## config.mk

```make
export PLATFORM = sky130hd
export DESIGN_NAME = program_loader
export DESIGN_NICKNAME = d
export VERILOG_FILES = /design/src/rtl/program_loader.sv
export SDC_FILE = /design/constraint.sdc
export NUM_CORES = 1
export LEC_CHECK = 0
export ABC_CLOCK_PERIOD_IN_PS = 3300
export CAP_MARGIN = 20
export CELL_PAD_IN_SITES_DETAIL_PLACEMENT = 0
export CELL_PAD_IN_SITES_GLOBAL_PLACEMENT = 1
export CORE_ASPECT_RATIO = 0.8
export CORE_MARGIN = 10
export CORE_UTILIZATION = 35
export CTS_CLUSTER_SIZE = 20
export DETAILED_ROUTE_END_ITERATION = 8
export PLACE_DENSITY_LB_ADDON = 0.1
export SKIP_CTS_REPAIR_TIMING = 1
export SYNTH_ARGS = -nofsm -noshare
export SYNTH_HDL_FRONTEND = slang
export SYNTH_SLANG_ARGS = --single-unit
```

## constraint.sdc

```tcl
create_clock -name clk -period 3.3 [get_ports clk]
set_input_delay 0.66 -clock clk [delete_from_list [all_inputs] [get_ports clk]]
set_output_delay 0.66 -clock clk [all_outputs]
set_load 0.02 [all_outputs]
```

## src/rtl/program_loader.sv

```systemverilog
// -----------------------------------------------------------------------------
// program_loader
//
// Boot stage in front of the processor. Receives a framed program image on a
// valid/ready word stream (header, N payload words, checksum), writes the
// payload into instruction memory, and keeps the core in reset while the image
// is incomplete. Once the checksum matches the running payload sum, it issues
// a one-cycle start pulse and releases the core.
//
// Ports
//   clk, reset           rising-edge clock, synchronous active-high reset
//   load_req             one-cycle request to begin a load (from IDLE or ERROR)
//   abort                cancel the current load, return to IDLE
//   in_data/in_valid     stream word and its qualifier
//   in_ready             registered: loader accepts a word this cycle
//   im_wr_en/addr/data   registered instruction-memory write port (byte address)
//   proc_hold            hold the processor in reset
//   start                one-cycle launch pulse
//   busy                 loader is in HDR, LOAD or CHK
//   error/err_code       sticky failure: 1 bad magic, 2 bad length, 3 bad checksum
// -----------------------------------------------------------------------------
module program_loader #(
    parameter int                DATA_W    = 32,
    parameter int                ADDR_W    = 32,
    parameter logic [ADDR_W-1:0] BASE_ADDR = '0,
    parameter int                MAX_WORDS = 256,
    parameter logic [15:0]       MAGIC     = 16'hA5C3
) (
    input  logic              clk,
    input  logic              reset,
    input  logic              load_req,
    input  logic              abort,
    input  logic [DATA_W-1:0] in_data,
    input  logic              in_valid,
    output logic              in_ready,
    output logic              im_wr_en,
    output logic [ADDR_W-1:0] im_wr_addr,
    output logic [DATA_W-1:0] im_wr_data,
    output logic              proc_hold,
    output logic              start,
    output logic              busy,
    output logic              error,
    output logic [1:0]        err_code
);

    localparam int CNT_W = $clog2(MAX_WORDS + 1);

    typedef enum logic [2:0] {
        S_IDLE,
        S_HDR,
        S_LOAD,
        S_CHK,
        S_DONE,
        S_ERROR
    } state_t;

    state_t            state_q, state_d;
    logic [CNT_W-1:0]  count_q, count_d;
    logic [CNT_W-1:0]  len_q, len_d;
    logic [DATA_W-1:0] sum_q, sum_d;
    logic              error_q, error_d;
    logic [1:0]        err_code_q, err_code_d;
    logic              in_ready_q, in_ready_d;
    logic              im_wr_en_q, im_wr_en_d;
    logic [ADDR_W-1:0] im_wr_addr_q, im_wr_addr_d;
    logic [DATA_W-1:0] im_wr_data_q, im_wr_data_d;
    logic              proc_hold_q, proc_hold_d;
    logic              start_q, start_d;
    logic              busy_q, busy_d;

    logic              accept;
    logic [15:0]       hdr_magic;
    logic [15:0]       hdr_len;

    assign accept    = in_valid && in_ready_q;
    assign hdr_magic = in_data[31:16];
    assign hdr_len   = in_data[15:0];

    always_comb begin
        state_d      = state_q;
        count_d      = count_q;
        len_d        = len_q;
        sum_d        = sum_q;
        error_d      = error_q;
        err_code_d   = err_code_q;
        im_wr_en_d   = 1'b0;
        im_wr_addr_d = im_wr_addr_q;
        im_wr_data_d = im_wr_data_q;

        // abort overrides everything, including a word accepted this cycle
        if (abort) begin
            state_d = S_IDLE;
        end else begin
            case (state_q)
                S_IDLE, S_ERROR: begin
                    if (load_req) begin
                        state_d    = S_HDR;
                        error_d    = 1'b0;
                        err_code_d = 2'd0;
                        count_d    = '0;
                        sum_d      = '0;
                    end
                end
                S_HDR: begin
                    if (accept) begin
                        if (hdr_magic != MAGIC) begin
                            state_d    = S_ERROR;
                            error_d    = 1'b1;
                            err_code_d = 2'd1;
                        end else if (hdr_len == 16'd0 ||
                                     {16'd0, hdr_len} > 32'(MAX_WORDS)) begin
                            state_d    = S_ERROR;
                            error_d    = 1'b1;
                            err_code_d = 2'd2;
                        end else begin
                            len_d   = CNT_W'(hdr_len);
                            state_d = S_LOAD;
                        end
                    end
                end
                S_LOAD: begin
                    if (accept) begin
                        im_wr_en_d   = 1'b1;
                        // byte address of word i; wraps naturally at ADDR_W bits
                        im_wr_addr_d = BASE_ADDR + (ADDR_W'(count_q) << 2);
                        im_wr_data_d = in_data;
                        sum_d        = sum_q + in_data;
                        count_d      = count_q + CNT_W'(1);
                        if (count_q + CNT_W'(1) == len_q) begin
                            state_d = S_CHK;
                        end
                    end
                end
                S_CHK: begin
                    if (accept) begin
                        if (in_data == sum_q) begin
                            state_d = S_DONE;
                        end else begin
                            state_d    = S_ERROR;
                            error_d    = 1'b1;
                            err_code_d = 2'd3;
                        end
                    end
                end
                S_DONE: begin
                    state_d = S_IDLE;
                end
                default: begin
                    state_d = S_IDLE;
                end
            endcase
        end

        // Outputs are decodes of the next state so they line up with state_q.
        // ERROR keeps the core held so a partial image never runs.
        in_ready_d  = (state_d == S_HDR) || (state_d == S_LOAD) || (state_d == S_CHK);
        busy_d      = in_ready_d;
        proc_hold_d = (state_d != S_IDLE);
        start_d     = (state_d == S_DONE);
    end

    always_ff @(posedge clk) begin
        if (reset) begin
            state_q      <= S_IDLE;
            count_q      <= '0;
            len_q        <= '0;
            sum_q        <= '0;
            error_q      <= 1'b0;
            err_code_q   <= 2'd0;
            in_ready_q   <= 1'b0;
            im_wr_en_q   <= 1'b0;
            im_wr_addr_q <= '0;
            im_wr_data_q <= '0;
            proc_hold_q  <= 1'b0;
            start_q      <= 1'b0;
            busy_q       <= 1'b0;
        end else begin
            state_q      <= state_d;
            count_q      <= count_d;
            len_q        <= len_d;
            sum_q        <= sum_d;
            error_q      <= error_d;
            err_code_q   <= err_code_d;
            in_ready_q   <= in_ready_d;
            im_wr_en_q   <= im_wr_en_d;
            im_wr_addr_q <= im_wr_addr_d;
            im_wr_data_q <= im_wr_data_d;
            proc_hold_q  <= proc_hold_d;
            start_q      <= start_d;
            busy_q       <= busy_d;
        end
    end

    assign in_ready   = in_ready_q;
    assign im_wr_en   = im_wr_en_q;
    assign im_wr_addr = im_wr_addr_q;
    assign im_wr_data = im_wr_data_q;
    assign proc_hold  = proc_hold_q;
    assign start      = start_q;
    assign busy       = busy_q;
    assign error      = error_q;
    assign err_code   = err_code_q;

endmodule

```

registers.png
Bar = 50 um. Other sequential cells in the stronger gray, the rest of the logic in the fainter gray.
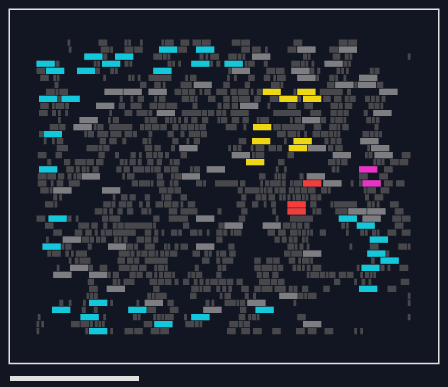
[cyan] im_wr_data | sequential cells: 32 | where: spread over the die
[magenta] err_code | sequential cells: 2
[red] state_q | sequential cells: 3
[yellow] len_q | sequential cells: 9
not colored: 55
sequential power: 1.22 mW
Final Util: 0.469
fraction of area in registers: 0.260
register area: 0.00202 mm2

metal_stack.png
Bar = 50 um.
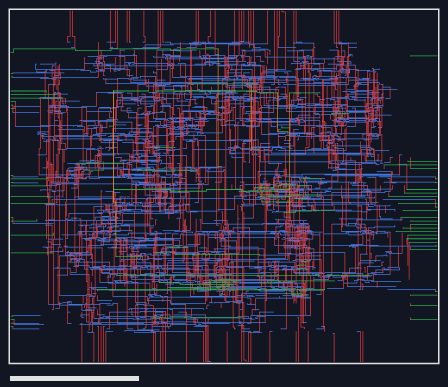
[orange] met4 | wire length: 200 um
[green] met3 | wire length: 1,260 um
[red] met2 | wire length: 8,140 um
[blue] met1 | wire length: 9,110 um
wire per inst: 16.7 um
DR vias: 5,779
gr usage total: 0.166
DRT Wirelength: 18,700 um

port_nets.png
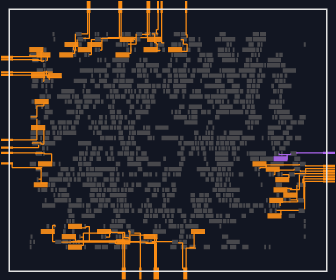
[orange] im_wr_data | bits: 32 | direction: output | end cells: 32 | buffers: 32 | wire: 1,070 um
[purple] error | bits: 1 | direction: output | end cells: 1 | buffers: 1 | wire: 24.5 um
I/O Pins: 109
I/O Buffers: 85

==> metrics.yaml <==
clock_power_share: 0.443
die_area_mm2: 0.0226
rsz0062_at_grt: "no"
max_freq_ghz: 0.320
post_drt_via_cell_ratio: 5.17
placedCellCount: 1101
ff2ff_path_depth: 9
drv_slew: 0
crit_slowest_cell: "nor4_1"
coreArea_mm2: 0.0166
top_area_frac: 0.341
r2r_end: "start"
final_hold_viol_count: 0
dieHeight_um: 136
pwr_density_cell_mw_per_mm2: 351
postSynthCellCount: 755
edf_count: 0
combinationalPowerShare: 0.109
ys_async_sr_fraction: 0
grt_pass1_wl_um: 30100
synth_cell_type_count: 67
sw_frac_of_total: 0.251
reg2reg_slack_ps: 620
fin_ws_ps: 175
p_int_mw: 2.05
place_congestion: 0.871
slowest_delay_ps: 470
synth_warnings: 0
whs_path_depth: 2
drive_above_1_share: 0.134
relSlewSlack: 0.569
cts.sinks: 101
ys_seq_frac: 0.341
core_util_floorplan: 0.358
warnings: 26
synth_area_mm2: 0.00593
clk_latency_ps: 360
leakagePower_nw: 3.22
top_area_cell: "dfxtp_1"
cts_buffers: 9
cts_tree: "built"
antenna_found_initial: 0
grt_max_degree: 60
clk_path_buf_depth: 2
end_kind: "flip-flop"
worstPathMaxFanout: 6
drc: 0
irDropWorstVdd_mv: 0.235
critPathLaunchType: "input pin"
syn_area_per_cell_um2: 7.85
critical_path_class: "input pin to flip-flop"
maxCapViolCount: 0
synth_flop_count: 101
flop_cell: "dfxtp_1"
htree_levels: 3
first_pass_iters: 5
yosysChipArea_mm2: 0.00593
pwr-share-seq: 0.448
hp-class: "flip-flop to flip-flop"
drt-initial-drc-count: 294
skew_ps: 9.47
grt_pass1_vias: 5604
drt.antenna.violating_nets: 0
place_hpwl_um: 14500
holdPathEnd: "sum_q[25]"
status: "finished clean"
ys_cells: 755
place_ws_ps: -187
nets: 962
hold_start: "sum_q[25]"
crit_chain: "clkdlybuf4s50_1 > ha_1 > nor4_1 > nand3_1 > nor3_1 > a31oi_1 > o21a_1 > o31ai_2 > nor2_1 > or3b_1"
cts.clk_slew.worst_paths_ps: 70
path_buffers: 1
insertedDiodeCount: 0
regToRegStartpoint: "count_q[0]"
overflow: 0
die_w_um: 165
fin_cells: 1117
synth.area.top_cells: "dfxtp_1 34%, nand2_1 8.2%, a21oi_1 7.6%"
finalClockPeriodUsage: 0.947
worst_slew_pin_slew_ps: 646
rows: 42
area_growth_pct: 31.1
cp_top_family: "simple AND/OR/NAND/NOR gates"
cp.arrival_ps: 3360
finalPower_mw: 2.73
setup_viol: 0
==> synth_stat cells (10+ instances only) <==
master,count
xor2_1,19
xnor2_1,21
nor2_1,64
ha_1,32
a21o_1,18
a22oi_1,14
and3_1,10
clkbuf_1,32
dfxtp_1,101
a21oi_1,90
o21ai_0,27
nand2_1,129
mux2i_1,14
nor3_1,13
nand3_1,14
nor4_1,16
buf_4,24
==> flip-flops by register name, summed over array words and instances, names as in the netlist <==
| name | flops |
|---|---|
| sum_q | 32 |
| err_code | 2 |
| len_q | 9 |
| state_q | 3 |
| im_wr_data | 32 |
| count_q | 9 |
| im_wr_en | 1 |
| busy | 1 |
| im_wr_addr | 9 |
| proc_hold | 1 |
| start | 1 |
| error | 1 |
==> final cells by class <==
class	count	area [um2]
repair buffers	172	1500
well taps	220	275
clock buffers	11	243
flip-flops and latches	101	2020
clock inverters	5	88.8
multi-input cells	600	3610
fillers	1667	8780
inverters	8	30.0
==> worst register-to-register path: cells and delay by family (launching register included) <==
kind | cells | cell delay (ps)
buffers and inverters | 1 | 150
and+or+nand+nor | 5 | 1340
AOI/OAI and AO/OA | 1 | 150
xor gates and xnor gates | 1 | 90
DFF | 1 | 520
adders and majority gates | 1 | 330
==> routing by layer <==
| layer | track usage | up-vias | wire [um] |
|---|---|---|---|
| met5 | 0 | - | 0 |
| met1 | 0.225 | 2726 | 9110 |
| li1 | - | 2887 | - |
| met4 | 0.0385 | 0 | 200 |
| met2 | 0.256 | 149 | 8140 |
| met3 | 0.0441 | 17 | 1260 |
==> placed cells by master (no fill, tap or decap), drive strengths merged, types with 18 or more instances in the layout <==
master,synthesis,final
a21o,18,18
a21oi,92,92
buf,36,88
clkdlybuf4s50,0,84
conb,1,23
dfxtp,101,101
ha,32,32
nand2,130,130
nor2,64,64
o21ai,33,33
xnor2,21,21
xor2,19,19
==> through the flow <==
stage	hold WS, ps	setup TNS (ps)	cell area (um2)
2_1_floorplan	429	0	6010
3_3_place_gp	442	-514	7440
3_5_place_dp	445	-656	7440
4_1_cts	455	0	7770
5_1_grt	475	0	7770
6_report	452	0	7770
==> worst max-delay path by stage <==
stage,from,end,slack [ps],cells after the start
2_1_floorplan,in_data[12],sum_q[19],630,10
3_3_place_gp,in_data[3],proc_hold,-140,10
3_5_place_dp,in_data[3],proc_hold,-190,10
4_1_cts,in_data[3],proc_hold,180,10
5_1_grt,in_data[19],sum_q[31],10,10
6_report,in_data[19],proc_hold,170,10
==> logic make-up after synthesis <==
| logic type | share of synthesized area |
|---|---|
| other cells | 0.000633 |
| flops | 0.341 |
| xor+xnor | 0.0591 |
| simple gates | 0.227 |
| fa+ha+maj | 0.0709 |
| compound gates | 0.212 |
| buf+inv | 0.0652 |
| mux | 0.0236 |
==> power by group through the flow <==
stage / combinational [mW] / clock [mW] / sequential [mW]
after floorplan: 0.156 / 0 / 1.25
after global placement: 0.293 / 0 / 1.25
after detailed placement: 0.294 / 0 / 1.25
after CTS: 0.296 / 1.24 / 1.22
after global routing: 0.322 / 1.28 / 1.22
final: 0.297 / 1.21 / 1.22
Power and IR drop assume default switching activity.
